File: src/rtl/serial_adder_pkg.sv
// Shared types and helpers for the bit-serial adder datapath.
// State encoding, default operand width and a constant-friendly clog2.
package serial_adder_pkg;

    typedef enum logic [1:0] {
        IDLE  = 2'd0,
        ARM   = 2'd1,
        SHIFT = 2'd2,
        DONE  = 2'd3
    } state_t;

    localparam int ADD_WIDTH = 8;

    function automatic int clog2(input int value);
        int result;
        int v;
        result = 0;
        v      = value - 1;
        while (v > 0) begin
            result = result + 1;
            v      = v >> 1;
        end
        return result;
    endfunction

endpackage

File: src/rtl/piso_shift_reg.sv
// Parallel-in serial-out register: load a word, then shift right with zero
// fill so the serial output always presents the current LSB.
module piso_shift_reg #(
    parameter int WIDTH = 8
) (
    input  logic             clk,
    input  logic             reset,
    input  logic             i_load,
    input  logic             i_shift,
    input  logic [WIDTH-1:0] i_par,
    output logic             o_ser
);

    logic [WIDTH-1:0] r_data;

    // Load wins over shift so a new operand set is never corrupted.
    always_ff @(posedge clk or posedge reset) begin
        if (reset) begin
            r_data <= '0;
        end else if (i_load) begin
            r_data <= i_par;
        end else if (i_shift) begin
            r_data <= r_data >> 1;
        end
    end

    assign o_ser = r_data[0];

endmodule

File: src/rtl/serial_operand_feeder.sv
// Feeds two operands LSB-first into a bit-serial adder after a one-cycle arm pulse.
// Define FEEDER_BACK_TO_BACK_EN to accept the next operand set during DONE.
module serial_operand_feeder
    import serial_adder_pkg::*;
#(
    parameter int WIDTH = ADD_WIDTH
) (
    input  logic             clk,
    input  logic             reset,
    input  logic             in_valid,
    output logic             in_ready,
    input  logic [WIDTH-1:0] op_a,
    input  logic [WIDTH-1:0] op_b,
    input  logic             op_cin,
    output logic             a_bit,
    output logic             b_bit,
    output logic             cin_out,
    output logic             adder_rst,
    output logic             bit_valid,
    output logic             last_bit,
    output logic             busy,
    output logic             done
);

    localparam int              CW       = clog2(WIDTH + 1);
    localparam logic [CW-1:0]   LAST_IDX = CW'(WIDTH - 1);

`ifdef FEEDER_BACK_TO_BACK_EN
    localparam bit BACK_TO_BACK = 1'b1;
`else
    localparam bit BACK_TO_BACK = 1'b0;
`endif

    state_t          r_state;
    logic [CW-1:0]   r_count;
    logic            r_cin;
    logic            r_bit_valid;
    logic            r_last_bit;
    logic            r_busy;
    logic            r_done;
    logic            w_accept;
    logic            w_shift;
    logic            w_ser_a;
    logic            w_ser_b;

    assign in_ready = (r_state == IDLE) || (BACK_TO_BACK && (r_state == DONE));
    assign w_accept = in_valid && in_ready;
    assign w_shift  = (r_state == SHIFT);

    piso_shift_reg #(.WIDTH(WIDTH)) u_sh_a (
        .clk     (clk),
        .reset   (reset),
        .i_load  (w_accept),
        .i_shift (w_shift),
        .i_par   (op_a),
        .o_ser   (w_ser_a)
    );

    piso_shift_reg #(.WIDTH(WIDTH)) u_sh_b (
        .clk     (clk),
        .reset   (reset),
        .i_load  (w_accept),
        .i_shift (w_shift),
        .i_par   (op_b),
        .o_ser   (w_ser_b)
    );

    // Status outputs are computed for the state being entered so they line up with it.
    always_ff @(posedge clk or posedge reset) begin
        if (reset) begin
            r_state     <= IDLE;
            r_count     <= '0;
            r_cin       <= 1'b0;
            r_bit_valid <= 1'b0;
            r_last_bit  <= 1'b0;
            r_busy      <= 1'b0;
            r_done      <= 1'b0;
        end else begin
            r_done <= 1'b0;
            case (r_state)
                IDLE: begin
                    if (w_accept) begin
                        r_state <= ARM;
                        r_count <= '0;
                        r_cin   <= op_cin;
                        r_busy  <= 1'b1;
                    end
                end
                ARM: begin
                    r_state     <= SHIFT;
                    r_bit_valid <= 1'b1;
                    r_last_bit  <= (LAST_IDX == '0);
                end
                SHIFT: begin
                    r_count <= r_count + CW'(1);
                    if (r_count == LAST_IDX) begin
                        r_state     <= DONE;
                        r_bit_valid <= 1'b0;
                        r_last_bit  <= 1'b0;
                        r_busy      <= 1'b0;
                        r_done      <= 1'b1;
                    end else begin
                        r_last_bit <= ((r_count + CW'(1)) == LAST_IDX);
                    end
                end
                DONE: begin
                    if (BACK_TO_BACK && w_accept) begin
                        r_state <= ARM;
                        r_count <= '0;
                        r_cin   <= op_cin;
                        r_busy  <= 1'b1;
                    end else begin
                        r_state <= IDLE;
                    end
                end
            endcase
        end
    end

    assign a_bit     = r_bit_valid && w_ser_a;
    assign b_bit     = r_bit_valid && w_ser_b;
    assign cin_out   = r_cin;
    assign adder_rst = reset || (r_state == ARM);
    assign bit_valid = r_bit_valid;
    assign last_bit  = r_last_bit;
    assign busy      = r_busy;
    assign done      = r_done;

endmodule
File: config.mk
export PLATFORM = sky130hd
export DESIGN_NAME = serial_operand_feeder
export DESIGN_NICKNAME = d
export VERILOG_FILES = /design/src/rtl/serial_adder_pkg.sv /design/src/rtl/piso_shift_reg.sv /design/src/rtl/serial_operand_feeder.sv
export SDC_FILE = /design/constraint.sdc
export NUM_CORES = 1
export LEC_CHECK = 0
export CAP_MARGIN = 30
export CORE_AREA = 2 2 58 60
export CTS_CLUSTER_SIZE = 24
export DETAILED_ROUTE_END_ITERATION = 7
export DIE_AREA = 0 0 60 62
export PLACE_DENSITY = 0.73
export SLEW_MARGIN = 15
export SYNTH_ARGS = -nofsm -noshare
export SYNTH_HDL_FRONTEND = slang
export SYNTH_SLANG_ARGS = --single-unit
File: constraint.sdc
create_clock -name clk -period 1.25 [get_ports clk]
set_input_delay 0.25 -clock clk [delete_from_list [all_inputs] [get_ports clk]]
set_output_delay 0.25 -clock clk [all_outputs]
set_load 0.01 [all_outputs]
layer_met3.png
(8 px per um) Cells faint in the background.
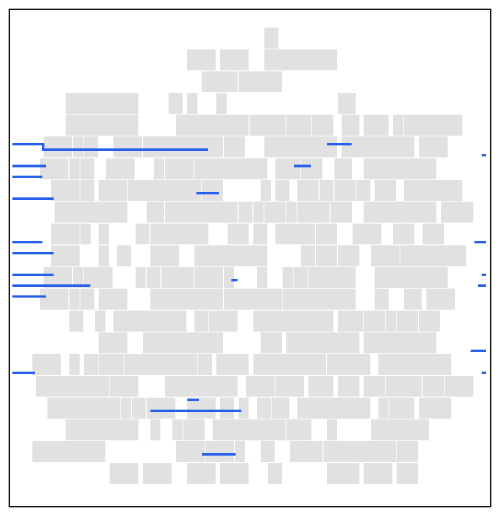
The wires run mostly horizontal. 21 nets have wire on it. The layer holds 3.1% of the routed length. The longest straight run is 20.5 um. The layer carries 93.6 um of wire.

congestion.png
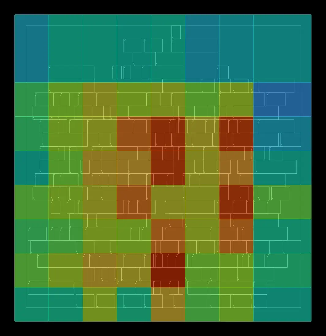
global-route total usage across every layer: 18.6%
met1 track utilization from global routing: 21.4%
fraction of met2 tracks used by global routing: 34.8%
utilization of the core after routing: 65.8%
met3 track demand over resource in global routing: 2.48%

io_fan.png
(4 px per um)
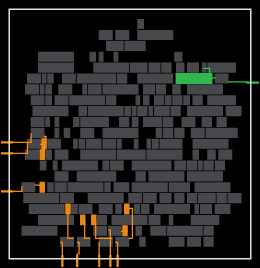
Green stands for last_bit, bits 1, direction output, edge right, end cells 1, buffers 1, wire 10.3 um. Orange stands for op_b, bits 8, direction input, edge 5 bottom, 3 left, end cells 8, buffers 8, wire 83.6 um.

==> results.toml <==
# implementation run metrics
[status]
outcome = "finished with violations"
failed_checks = "negative setup slack"

[drt]
wl_met2_um = 1600

[layout]
final-instance-count-excl-fill = 229
clkbuf_count = 4
reg.largest.list = "u_sh_a.r_data: 8 flops, u_sh_b.r_data: 8 flops, r_count: 4 flops"
nonClockInverterCount = 8
nets = 210
multi_input_comb_cells = 85
clock_cell_area_share_pct = 1.26
fillerInstances = 255
nNonClkBuffers = 59

[cts]
tritoncts = "done"

[sta]
setup_viol_count_final = 30
worst_slew_pin_tran_ns = 0.219
final_period_minus_worst_setup_slack_ns = 1.51
worst_slew_margin_rel_pct = 85.1
finalWorstSetupSlack_ns = -0.259
peak_freq_mhz = 663

[power_and_ir_drop]
p_per_area_nw_per_um2 = 2350

[critical_path]
criticalPathCategory = "reg -> out"
critical_path.top_delay_family = "flip-flops"
worstRegToRegCells = 6

[floorplan]
die_width_um = 60
floorplan.core_util_pct = 42.5
design.portCount = 29

[synth]
flop_cell = "sky130_fd_sc_hd__dfrtp_1"
synth.yosys.chip_area_um2 = 1350
post_synth_and_or_nand_nor_area_fraction_pct = 11.4
post_synth_fa_ha_maj_area_fraction_pct = 5.56
postSynthNetCount = 152
ys_top_logic_family = "multiplexers"

[placed_design]
placed_cells_incl_taps = 213
[worst max path at each step]
stage | start | end | slack [ns] | cells after the start
after global routing | r_state[1]$_DFFE_PP0P_ | adder_rst | -0.30 | 4
after floorplan | r_state[1]$_DFFE_PP0P_ | r_state[1]$_DFFE_PP0P_ | -0.08 | 5
after global placement | reset | adder_rst | -0.41 | 3
final | r_state[0]$_DFFE_PP0P_ | adder_rst | -0.26 | 3
after CTS | r_state[1]$_DFFE_PP0P_ | adder_rst | -0.26 | 4
after detailed placement | reset | adder_rst | -0.42 | 3
[where the power goes]
| group | total, W | switching (W) | internal (W) |
|---|---|---|---|
| registers | 0.00146 | 0.000211 | 0.00125 |
| clock network | 0.000373 | 0.000248 | 0.000125 |
| logic | 0.00308 | 0.00129 | 0.00179 |
[cell usage after synthesis (2+ instances only)]
cell type / number / area, um2
sky130_fd_sc_hd__nand2_1: 20 / 75.1
sky130_fd_sc_hd__mux2i_1: 14 / 140
sky130_fd_sc_hd__a22o_1: 2 / 17.5
sky130_fd_sc_hd__and2_1: 3 / 18.8
sky130_fd_sc_hd__buf_6: 4 / 45.0
sky130_fd_sc_hd__nor2_1: 2 / 7.51
sky130_fd_sc_hd__mux2_4: 2 / 30.0
sky130_fd_sc_hd__o21ai_1: 16 / 80.1
sky130_fd_sc_hd__nand2b_1: 3 / 18.8
sky130_fd_sc_hd__nand3_1: 2 / 10.0
sky130_fd_sc_hd__o21ai_0: 5 / 25.0
sky130_fd_sc_hd__ha_1: 6 / 75.1
sky130_fd_sc_hd__buf_4: 2 / 15.0
sky130_fd_sc_hd__dfrtp_1: 27 / 676
sky130_fd_sc_hd__inv_1: 7 / 26.3
Power figures rest on the tool's default switching activity, not on a simulated workload.
